### src/rtl/argon_pkg.sv
// Shared types and constants for the argon fetch front end.
package argon_pkg;

  localparam int XLEN = 32;
  localparam logic [XLEN-1:0] RESET_VECTOR = 32'h0000_0000;

  typedef enum logic [0:0] {
    IDLE = 1'b0,
    REQ  = 1'b1
  } fetch_state_t;

  // Instruction fetches are always word aligned; low address bits are dropped.
  function automatic logic [XLEN-1:0] align_word(input logic [XLEN-1:0] addr);
    return {addr[XLEN-1:2], 2'b00};
  endfunction

endpackage

### src/rtl/wishbone_if.sv
// Classic single-beat Wishbone read channel between the fetch unit and the instruction ROM.
interface wishbone_if;
  import argon_pkg::*;

  logic            cycle;
  logic            strobe;
  logic [XLEN-1:0] address;
  logic            ack;
  logic [XLEN-1:0] data_out;

  modport master (output cycle, output strobe, output address, input ack, input data_out);
  modport slave  (input cycle, input strobe, input address, output ack, output data_out);

endinterface

### src/rtl/fetch_fifo.sv
// Generic synchronous FIFO with flush; head is presented straight from storage registers.
module fetch_fifo #(
  parameter int WIDTH = 64,
  parameter int DEPTH = 4
) (
  input  logic                     clk,
  input  logic                     reset,
  input  logic                     flush,
  input  logic                     push,
  input  logic [WIDTH-1:0]         push_data,
  input  logic                     pop,
  output logic                     head_valid,
  output logic [WIDTH-1:0]         head_data,
  output logic [$clog2(DEPTH):0]   count
);
  localparam int PW = $clog2(DEPTH);
  localparam logic [PW:0] DEPTH_C = (PW+1)'(DEPTH);

  logic [WIDTH-1:0] mem_r [DEPTH];
  logic [PW-1:0]    wr_ptr_r;
  logic [PW-1:0]    rd_ptr_r;
  logic [PW:0]      count_r;
  logic             do_push_s;
  logic             do_pop_s;

  // Qualify requests: popping an empty FIFO or pushing a full one is ignored.
  always_comb begin
    do_pop_s  = pop && (count_r != {(PW+1){1'b0}});
    do_push_s = push && (count_r < DEPTH_C);
  end

  // Storage write port.
  always_ff @(posedge clk) begin
    if (do_push_s) begin
      mem_r[wr_ptr_r] <= push_data;
    end
  end

  // Pointer and occupancy tracking; flush empties the FIFO in one cycle.
  always_ff @(posedge clk) begin
    if (!reset || flush) begin
      wr_ptr_r <= {PW{1'b0}};
      rd_ptr_r <= {PW{1'b0}};
      count_r  <= {(PW+1){1'b0}};
    end else begin
      if (do_push_s) begin
        wr_ptr_r <= wr_ptr_r + PW'(1);
      end
      if (do_pop_s) begin
        rd_ptr_r <= rd_ptr_r + PW'(1);
      end
      count_r <= count_r + (PW+1)'(do_push_s) - (PW+1)'(do_pop_s);
    end
  end

  assign head_valid = (count_r != {(PW+1){1'b0}});
  assign head_data  = mem_r[rd_ptr_r];
  assign count      = count_r;

endmodule

### src/rtl/instr_fetch_unit.sv
// Sequential instruction prefetcher: Wishbone master feeding a small FIFO toward decode,
// with redirect support that flushes prefetched words and restarts at a new PC.
module instr_fetch_unit
  import argon_pkg::*;
#(
  parameter logic [XLEN-1:0] RESET_PC   = RESET_VECTOR,
  parameter int              FIFO_DEPTH = 4
) (
  input  logic              clk,
  input  logic              reset,
  wishbone_if.master        wishbone,
  input  logic              redirect_valid,
  input  logic [XLEN-1:0]   redirect_pc,
  output logic              instr_valid,
  input  logic              instr_ready,
  output logic [XLEN-1:0]   instr_data,
  output logic [XLEN-1:0]   instr_pc
);
  localparam int CW = $clog2(FIFO_DEPTH) + 1;
  localparam logic [CW:0] DEPTH_C = (CW+1)'(FIFO_DEPTH);

  fetch_state_t      state_r;
  fetch_state_t      state_s;
  logic [XLEN-1:0]   fetch_pc_r;
  logic [XLEN-1:0]   fetch_pc_s;
  logic [XLEN-1:0]   address_r;
  logic [XLEN-1:0]   address_s;
  logic [XLEN-1:0]   target_pc_s;
  logic              discard_r;
  logic              discard_s;
  logic              cycle_r;
  logic              push_s;
  logic              pop_s;
  logic              flush_s;
  logic [CW-1:0]     fifo_count_s;
  logic [CW:0]       occupancy_s;
  logic [2*XLEN-1:0] head_s;

  assign target_pc_s = align_word(redirect_pc);
  assign pop_s       = instr_valid & instr_ready;

  // Next-state, fetch pointer, discard flag and FIFO control.
  always_comb begin
    state_s     = state_r;
    fetch_pc_s  = fetch_pc_r;
    discard_s   = discard_r;
    address_s   = address_r;
    push_s      = 1'b0;
    flush_s     = 1'b0;
    occupancy_s = {(CW+1){1'b0}};
    case (state_r)
      IDLE: begin
        if (redirect_valid) begin
          flush_s    = 1'b1;
          fetch_pc_s = target_pc_s;
          address_s  = target_pc_s;
          state_s    = REQ;
        end else if ({1'b0, fifo_count_s} < DEPTH_C) begin
          address_s = fetch_pc_r;
          state_s   = REQ;
        end else begin
          state_s = IDLE;
        end
      end
      REQ: begin
        if (wishbone.ack) begin
          if (redirect_valid) begin
            flush_s    = 1'b1;
            discard_s  = 1'b0;
            fetch_pc_s = target_pc_s;
          end else if (discard_r) begin
            // Word belongs to the pre-redirect stream; fetch_pc already holds the target.
            discard_s = 1'b0;
          end else begin
            push_s     = 1'b1;
            fetch_pc_s = fetch_pc_r + 32'd4;
          end
          address_s = fetch_pc_s;
          if (flush_s) begin
            occupancy_s = {(CW+1){1'b0}};
          end else begin
            occupancy_s = {1'b0, fifo_count_s} + (CW+1)'(push_s) - (CW+1)'(pop_s);
          end
          if (occupancy_s < DEPTH_C) begin
            state_s = REQ;
          end else begin
            state_s = IDLE;
          end
        end else begin
          if (redirect_valid) begin
            flush_s    = 1'b1;
            discard_s  = 1'b1;
            fetch_pc_s = target_pc_s;
          end else begin
            discard_s = discard_r;
          end
        end
      end
      default: begin
        state_s = IDLE;
      end
    endcase
  end

  // State register and registered Wishbone drive.
  always_ff @(posedge clk) begin
    if (!reset) begin
      state_r    <= IDLE;
      fetch_pc_r <= RESET_PC;
      discard_r  <= 1'b0;
      address_r  <= RESET_PC;
      cycle_r    <= 1'b0;
    end else begin
      state_r    <= state_s;
      fetch_pc_r <= fetch_pc_s;
      discard_r  <= discard_s;
      address_r  <= address_s;
      cycle_r    <= (state_s == REQ);
    end
  end

  assign wishbone.cycle   = cycle_r;
  assign wishbone.strobe  = cycle_r;
  assign wishbone.address = address_r;

  fetch_fifo #(
    .WIDTH (2*XLEN),
    .DEPTH (FIFO_DEPTH)
  ) u_fifo (
    .clk        (clk),
    .reset      (reset),
    .flush      (flush_s),
    .push       (push_s),
    .push_data  ({fetch_pc_r, wishbone.data_out}),
    .pop        (pop_s),
    .head_valid (instr_valid),
    .head_data  (head_s),
    .count      (fifo_count_s)
  );

  assign instr_pc   = head_s[2*XLEN-1:XLEN];
  assign instr_data = head_s[XLEN-1:0];

endmodule

### src/flat_wrapper.sv
// flat-port wrapper written by rule: the top's interface ports become plain ports
module instr_fetch_unit_flat import argon_pkg::*;
#(
  parameter logic [XLEN-1:0] RESET_PC   = RESET_VECTOR,
  parameter int              FIFO_DEPTH = 4
)
  (clk, reset, redirect_valid, redirect_pc, instr_valid, instr_ready, instr_data, instr_pc, wishbone_cycle, wishbone_strobe, wishbone_address, wishbone_ack, wishbone_data_out);
  wishbone_if wishbone_i ();
  input  logic clk;
  input  logic reset;
  input  logic redirect_valid;
  input  logic [XLEN-1:0] redirect_pc;
  output logic instr_valid;
  input  logic instr_ready;
  output logic [XLEN-1:0] instr_data;
  output logic [XLEN-1:0] instr_pc;
  output wire logic [$bits(wishbone_i.cycle)-1:0] wishbone_cycle;
  output wire logic [$bits(wishbone_i.strobe)-1:0] wishbone_strobe;
  output wire logic [$bits(wishbone_i.address)-1:0] wishbone_address;
  input wire logic [$bits(wishbone_i.ack)-1:0] wishbone_ack;
  input wire logic [$bits(wishbone_i.data_out)-1:0] wishbone_data_out;
  assign wishbone_cycle = wishbone_i.cycle;
  assign wishbone_strobe = wishbone_i.strobe;
  assign wishbone_address = wishbone_i.address;
  assign wishbone_i.ack = wishbone_ack;
  assign wishbone_i.data_out = wishbone_data_out;
  instr_fetch_unit #(.RESET_PC(RESET_PC), .FIFO_DEPTH(FIFO_DEPTH)) u_core (.clk(clk), .reset(reset), .wishbone(wishbone_i), .redirect_valid(redirect_valid), .redirect_pc(redirect_pc), .instr_valid(instr_valid), .instr_ready(instr_ready), .instr_data(instr_data), .instr_pc(instr_pc));
endmodule
### config.mk
export PLATFORM = sky130hd
export DESIGN_NAME = instr_fetch_unit_flat
export DESIGN_NICKNAME = d
export VERILOG_FILES = /design/src/rtl/argon_pkg.sv /design/src/rtl/wishbone_if.sv /design/src/rtl/fetch_fifo.sv /design/src/rtl/instr_fetch_unit.sv /design/src/flat_wrapper.sv
export SDC_FILE = /design/constraint.sdc
export NUM_CORES = 1
export LEC_CHECK = 0
export ABC_AREA = 0
export CAP_MARGIN = 20
export CORE_ASPECT_RATIO = 1.4
export CORE_MARGIN = 2
export CORE_UTILIZATION = 49
export DETAILED_ROUTE_END_ITERATION = 16
export GPL_TIMING_DRIVEN = 0
export PLACE_DENSITY = 0.8
export SYNTH_ARGS = -nofsm -noshare
export SYNTH_HDL_FRONTEND = slang
export SYNTH_SLANG_ARGS = --single-unit
### constraint.sdc
create_clock -name clk -period 3.8 [get_ports clk]
set_clock_uncertainty 0.2 [all_clocks]
set_input_delay 0.76 -clock clk [delete_from_list [all_inputs] [get_ports clk]]
set_output_delay 0.76 -clock clk [all_outputs]
set_load 0.02 [all_outputs]
**Signal wires by layer**

Drawn at 1.5 px/micron. Only two layers are drawn.
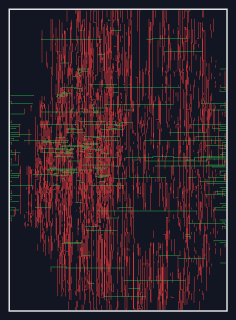
[M2] red | wire length: 16200 microns
[M3] green | wire length: 2100 microns
final wirelength: 31350 microns
via count: 8284
global-route usage over all layers: 21.77%

**Met2 routing**

Drawn at 2 px/micron.
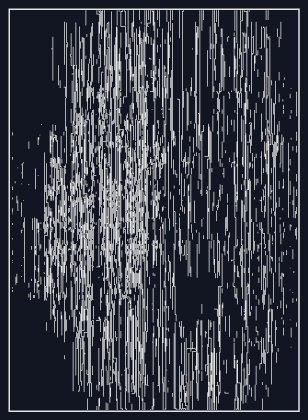
longest straight run: 103 microns
main direction: vertical
wire length on this layer: 16200 microns
global routing met2 resource utilization: 38.38%

**Cell placement**

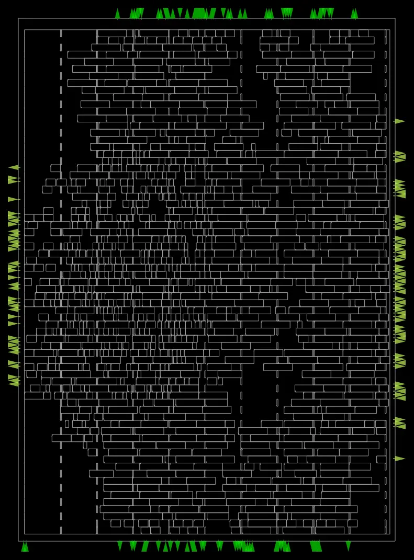
number of standard cells in the layout, taps in and fillers out: 1430
sequential share of cell area: 54.78%
Fill cells: 2012
n_taps: 365

==> flow_summary.json <==
{
  "insertedDiodeCount": 1,
  "placed_cells": 1375,
  "cap_viol_max_count": 0,
  "min_path_type": "reg2reg",
  "hold_depth": 2,
  "grt_max_degree": 58,
  "powerComb_w": 0.000590,
  "critical-path-max-stage-delay_ns": 0.60,
  "p_seq_w": 0.00405,
  "status": "complete, no violations",
  "topCellsByArea": "edfxtp_1 (57%), dfxtp_1 (11%), mux4_2 (11%)",
  "period_needed_ns": 3.669,
  "placed_area_sq_um": 15710,
  "port_buffers": 165,
  "p_switching_w": 0.001666,
  "ys_area_sq_um": 13480,
  "dominant_cells": "sequential cells",
  "top_layer": "met4",
  "slew_violations": 0,
  "grt_overflow": 0,
  "die_area_sq_um": 28870
}
